Fig. 1: cell area per tile
34 x 34 tiles, from black (low) to pale yellow (high), 0 to 100% covered.
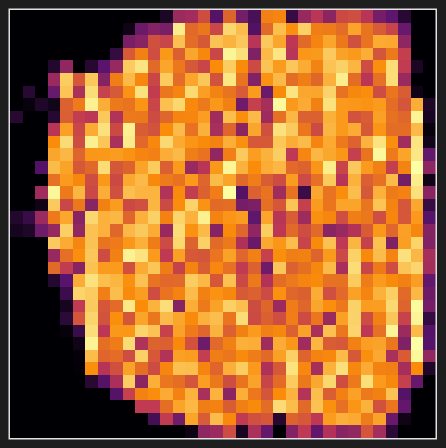
Fig. 2: placement by cell class
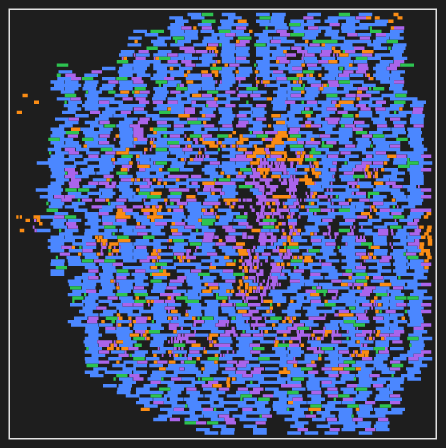
`src/rtl/aes_round_key_buffer.sv`:
```
// Round-key store between key expansion and the cipher core: captures NR+1 round keys
// in DW-byte beats, then streams any requested round key on a valid/ready handshake.
module aes_round_key_buffer #(
    parameter int unsigned DW = 1,
    parameter int unsigned NR = 10
) (
    input  logic                      clk,
    input  logic                      rst,
    input  logic                      kx_start,
    input  logic                      kx_valid,
    input  logic [8*DW-1:0]           kx_data,
    output logic                      kx_ready,
    output logic                      key_ready,
    input  logic                      rd_req,
    input  logic [$clog2(NR+1)-1:0]   rd_round,
    output logic                      rd_busy,
    output logic                      rd_err,
    output logic                      rk_valid,
    input  logic                      rk_ready,
    output logic [8*DW-1:0]           rk_data,
    output logic                      rk_last
);
    localparam int unsigned BPR   = 16 / DW;
    localparam int unsigned TOTAL = (NR + 1) * BPR;
    localparam int unsigned AW    = $clog2(TOTAL);
    localparam int unsigned BW    = $clog2(BPR + 1);
    localparam int unsigned DBW   = 8 * DW;

    typedef enum logic [1:0] {W_IDLE, W_LOAD, W_READY} wstate_t;
    typedef enum logic {R_IDLE, R_STREAM} rstate_t;

    wstate_t        wstate;
    rstate_t        rstate;
    logic [AW-1:0]  wptr;
    logic [AW-1:0]  rptr;
    logic [BW-1:0]  bcnt;
    logic [DBW-1:0] mem [TOTAL];

    logic           in_range;
    logic           accept;
    logic           reject;
    logic [AW-1:0]  base;

    assign in_range = (32'(rd_round) <= NR);
    assign accept   = rd_req && !rd_busy && key_ready && in_range && !kx_start;
    assign reject   = rd_req && !rd_busy && (!key_ready || !in_range);
    assign base     = AW'(32'(rd_round) * BPR);

    // Write side: kx_start always restarts the load, even mid-load or when ready.
    always_ff @(posedge clk) begin
        if (rst) begin
            wstate    <= W_IDLE;
            wptr      <= '0;
            kx_ready  <= 1'b0;
            key_ready <= 1'b0;
        end else if (kx_start) begin
            wstate    <= W_LOAD;
            wptr      <= '0;
            kx_ready  <= 1'b1;
            key_ready <= 1'b0;
        end else begin
            case (wstate)
                W_LOAD: begin
                    if (kx_valid) begin
                        if (wptr == AW'(TOTAL - 1)) begin
                            wstate    <= W_READY;
                            kx_ready  <= 1'b0;
                            key_ready <= 1'b1;
                        end else begin
                            wptr <= wptr + AW'(1);
                        end
                    end
                end
                default: ;
            endcase
        end
    end

    // Key storage carries no reset; a beat coinciding with kx_start is dropped.
    always_ff @(posedge clk) begin
        if (wstate == W_LOAD && kx_valid && !kx_start) begin
            mem[wptr] <= kx_data;
        end
    end

    // Read side: registered read, so the first beat appears the cycle after acceptance.
    always_ff @(posedge clk) begin
        if (rst) begin
            rstate   <= R_IDLE;
            rptr     <= '0;
            bcnt     <= '0;
            rd_busy  <= 1'b0;
            rd_err   <= 1'b0;
            rk_valid <= 1'b0;
            rk_last  <= 1'b0;
            rk_data  <= '0;
        end else begin
            rd_err <= reject;
            if (kx_start) begin
                rstate   <= R_IDLE;
                rd_busy  <= 1'b0;
                rk_valid <= 1'b0;
                rk_last  <= 1'b0;
            end else begin
                case (rstate)
                    R_IDLE: begin
                        if (accept) begin
                            rstate   <= R_STREAM;
                            rptr     <= base;
                            bcnt     <= '0;
                            rd_busy  <= 1'b1;
                            rk_valid <= 1'b1;
                            rk_last  <= (BPR == 1);
                            rk_data  <= mem[base];
                        end
                    end
                    R_STREAM: begin
                        if (rk_ready) begin
                            if (bcnt == BW'(BPR - 1)) begin
                                rstate   <= R_IDLE;
                                rd_busy  <= 1'b0;
                                rk_valid <= 1'b0;
                                rk_last  <= 1'b0;
                            end else begin
                                rptr    <= rptr + AW'(1);
                                bcnt    <= bcnt + BW'(1);
                                rk_data <= mem[rptr + AW'(1)];
                                rk_last <= (bcnt + BW'(1) == BW'(BPR - 1));
                            end
                        end
                    end
                endcase
            end
        end
    end

endmodule

```
`config.mk`:
```
export PLATFORM = sky130hd
export DESIGN_NAME = aes_round_key_buffer
export DESIGN_NICKNAME = d
export VERILOG_FILES = /design/src/rtl/aes_round_key_buffer.sv
export SDC_FILE = /design/constraint.sdc
export NUM_CORES = 2
export LEC_CHECK = 0
export CORE_AREA = 2 2 341 343
export DETAILED_ROUTE_END_ITERATION = 16
export DIE_AREA = 0 0 343 345
export PLACE_DENSITY = 0.65
export SLEW_MARGIN = 20
export SYNTH_ARGS = -nofsm -noshare
export SYNTH_HDL_FRONTEND = slang
export SYNTH_SLANG_ARGS = --single-unit
```
`constraint.sdc`:
```
create_clock -name clk -period 3.15 [get_ports clk]
set_clock_uncertainty 0.1 [all_clocks]
set_input_delay 0.63 -clock clk [delete_from_list [all_inputs] [get_ports clk]]
set_output_delay 0.63 -clock clk [all_outputs]
set_load 0.02 [all_outputs]
```
==> impl_metrics.tcl <==
# flow metrics
set metrics [dict create \
    status "finished, violations left" \
    violations "negative setup slack" \
    arrival_ps 3690 \
    met2_wirelength_mm 69.91 \
    hold_path_class "in2reg" \
    drt-initial-drc-count 3939 \
    finalSetupViolCount 4 \
    dp_hpwl_mm 93.39 \
    drt_pre_antenna_iters 5 \
    cp_max_fo 15 \
    nets 3142 \
    synth-area-yosys_mm2 0.05705 \
    dieArea_mm2 0.1183 \
    top_layer "met4" \
    tritoncts "built" \
    ys_types 55 \
    finalClockPeriodUsage 1.019 \
    cts.path.max_buffers 3 \
    cts.clk_slew.worst_paths_ps 60 \
    ys.warnings.count 0 \
    dp_cells 4449 \
    final.setup.worst_slack_ps -59.69 \
    grt_pass1_vias 29770 \
    cts_root_buf "clkbuf_16" \
    power.switching_mw 7.507 \
    die_h_um 345 \
    wl_met3_mm 14.81 \
    drv_cap 0 \
    ys_cells 2672 \
    crit_slowest_cell "mux4_2" \
    drc_errors 0 \
    numSynthFlops 1443 \
    insertion_delay_ps 730 \
    synthesis.nets 2698 \
    layout_top_cell "edfxtp_1" \
    ir_drop_mv 0.4658 \
    syn_area_mm2 0.05705 \
    clockPowerShare 0.437 \
    final_layout_top_logic_cells "edfxtp_1 (1408), mux4_2 (438), buf_4 (345)" \
    tightest_slew_ps 1185 \
    warnings 32 \
    crit_chain "ha_4 > buf_12 > buf_16 > buf_12 > mux4_2 > mux4_2 > mux2i_1 > o22ai_4 > a311oi_1 > nor3_1" \
    relSlewSlack 0.2081 \
    numCtsBuffers 145 \
    worst_path_largest_cell_delay_ps 540 \
    power_leakage_nw 21.27 \
    synth-edff-count 1408 \
    cts_sinks 1443 \
]
About Fig. 1:
The mean over all tiles is 56%. The fullest tile reaches 100%. 33% of the tiles are over 75% full. The emptiest ninth of the die: lower left.
Initial Util: 0.4956
Final Core Density: 0.5884
CORE AREA: 0.1151 mm²

About Fig. 2:
Orange is remaining buffers and delay cells, cells 464, share of their area 7.2%. Green is clock drivers and dummy loads, cells 259, share of their area 7.0%. Blue is sequential cells, cells 1443, share of their area 65%. Purple is remaining logic cells, cells 1062, share of their area 21%.
FP Rows: 125
sequential cell area share: 0.6347
design area: 0.06773 mm²

-- cells in the mapped netlist (2+ instances only) --
cell	count	area share
o211ai_1	4	0.00053
nor2b_1	16	0.0018
buf_1	5	0.00033
xor2_1	10	0.0015
nor3_1	14	0.0012
xnor2_2	2	0.00057
o21ai_0	8	0.00070
buf_4	30	0.0039
mux2i_1	44	0.0077
nand3_1	51	0.0045
nand4_1	8	0.00088
buf_2	56	0.0049
edfxtp_1	1408	0.74
and2_1	2	0.00022
a21oi_1	29	0.0025
nor2_1	217	0.014
xnor2_1	6	0.00092
nand2_1	120	0.0079
and3_1	5	0.00055
mux2_2	2	0.00039
buf_6	5	0.00099
a22oi_1	4	0.00053
o2111ai_1	7	0.0011
inv_1	5	0.00033
nand2b_1	5	0.00055
a311oi_1	6	0.00092
a31oi_1	3	0.00033
a211oi_1	8	0.0011
a32oi_1	2	0.00031
dfxtp_1	35	0.012
nand3b_1	6	0.00079
or2_2	3	0.00033
clkbuf_1	70	0.0046
o22ai_1	6	0.00066
a211o_1	7	0.0011
mux4_2	437	0.17
ha_1	8	0.0018
-- logic make-up after synthesis --
logic type | share of synthesized area
DFF | 0.7534
buffers and inverters | 0.01537
xor gates and xnor gates | 0.003794
muxes | 0.1811
AOI/OAI and AO/OA | 0.01090
and+or+nand+nor | 0.03373
adders and majority gates | 0.001755
-- timing repair --
item / CTS / global route
pin swaps: 7 / 17
gates resized: 32 / 44
buffers inserted: 15 / 17
endpoints found under the setup margin: 8 / 8
cloned: 6 / 6
-- routing by layer --
metal  vias to the layer above  GRT usage
li1                      11980          -
met1                     15520     0.3629
met4                         0    0.08128
met5                         -          0
met2                      1561     0.3845
met3                       241    0.05466
-- path summary, 6_finish.rpt --
check	start	endpoint	cells after the start
worst max-delay path	rptr[0]$_SDFFE_PP0P_	rk_data[6]$_SDFFE_PP0P_	10
worst min-delay path	kx_data[0]	mem[140][0]$_DFFE_PP_	1
worst max register to register	rptr[0]$_SDFFE_PP0P_	rk_data[6]$_SDFFE_PP0P_	10
worst min register to register	bcnt[4]$_SDFFE_PP0P_	bcnt[4]$_SDFFE_PP0P_	2
-- power groups by stage --
stage / Combinational, mW / Sequential (mW) / Clock, mW
2_1_floorplan: 0.0848 / 21.5 / 0
3_3_place_gp: 0.524 / 21.5 / 0
3_5_place_dp: 0.556 / 21.5 / 0
4_1_cts: 0.557 / 21.1 / 17.0
5_1_grt: 0.588 / 21.0 / 17.8
6_report: 0.558 / 21.1 / 16.8
-- registers in the layout (all words and copies together) (netlist names) --
name,flops
rptr,8
wstate,2
rd_err,1
rstate,1
wptr,8
rk_data,8
rk_last,1
mem,1408
bcnt,5
rk_valid,1
-- stage by stage --
step           setup TNS [ps]  cell area, µm²
2_1_floorplan               0           57050
3_3_place_gp           -16200           62120
3_5_place_dp           -32510           62120
4_1_cts                     0           67210
5_1_grt                -240.1           67720
6_report               -98.99           67730
-- layout make-up --
type                    count  area (µm²)  area share
multi-input cells        1057       13490      0.1992
diodes                      2       5.005  0.00007390
flip-flops and latches   1443       42990      0.6347
clock inverters            86       802.0     0.01184
inverters                   5       18.77   0.0002771
well taps                1524        1907     0.02815
repair buffers            464        4722     0.06972
clock buffers             173        3796     0.05605
No activity file was given, so power comes from the tool's default toggle rates.
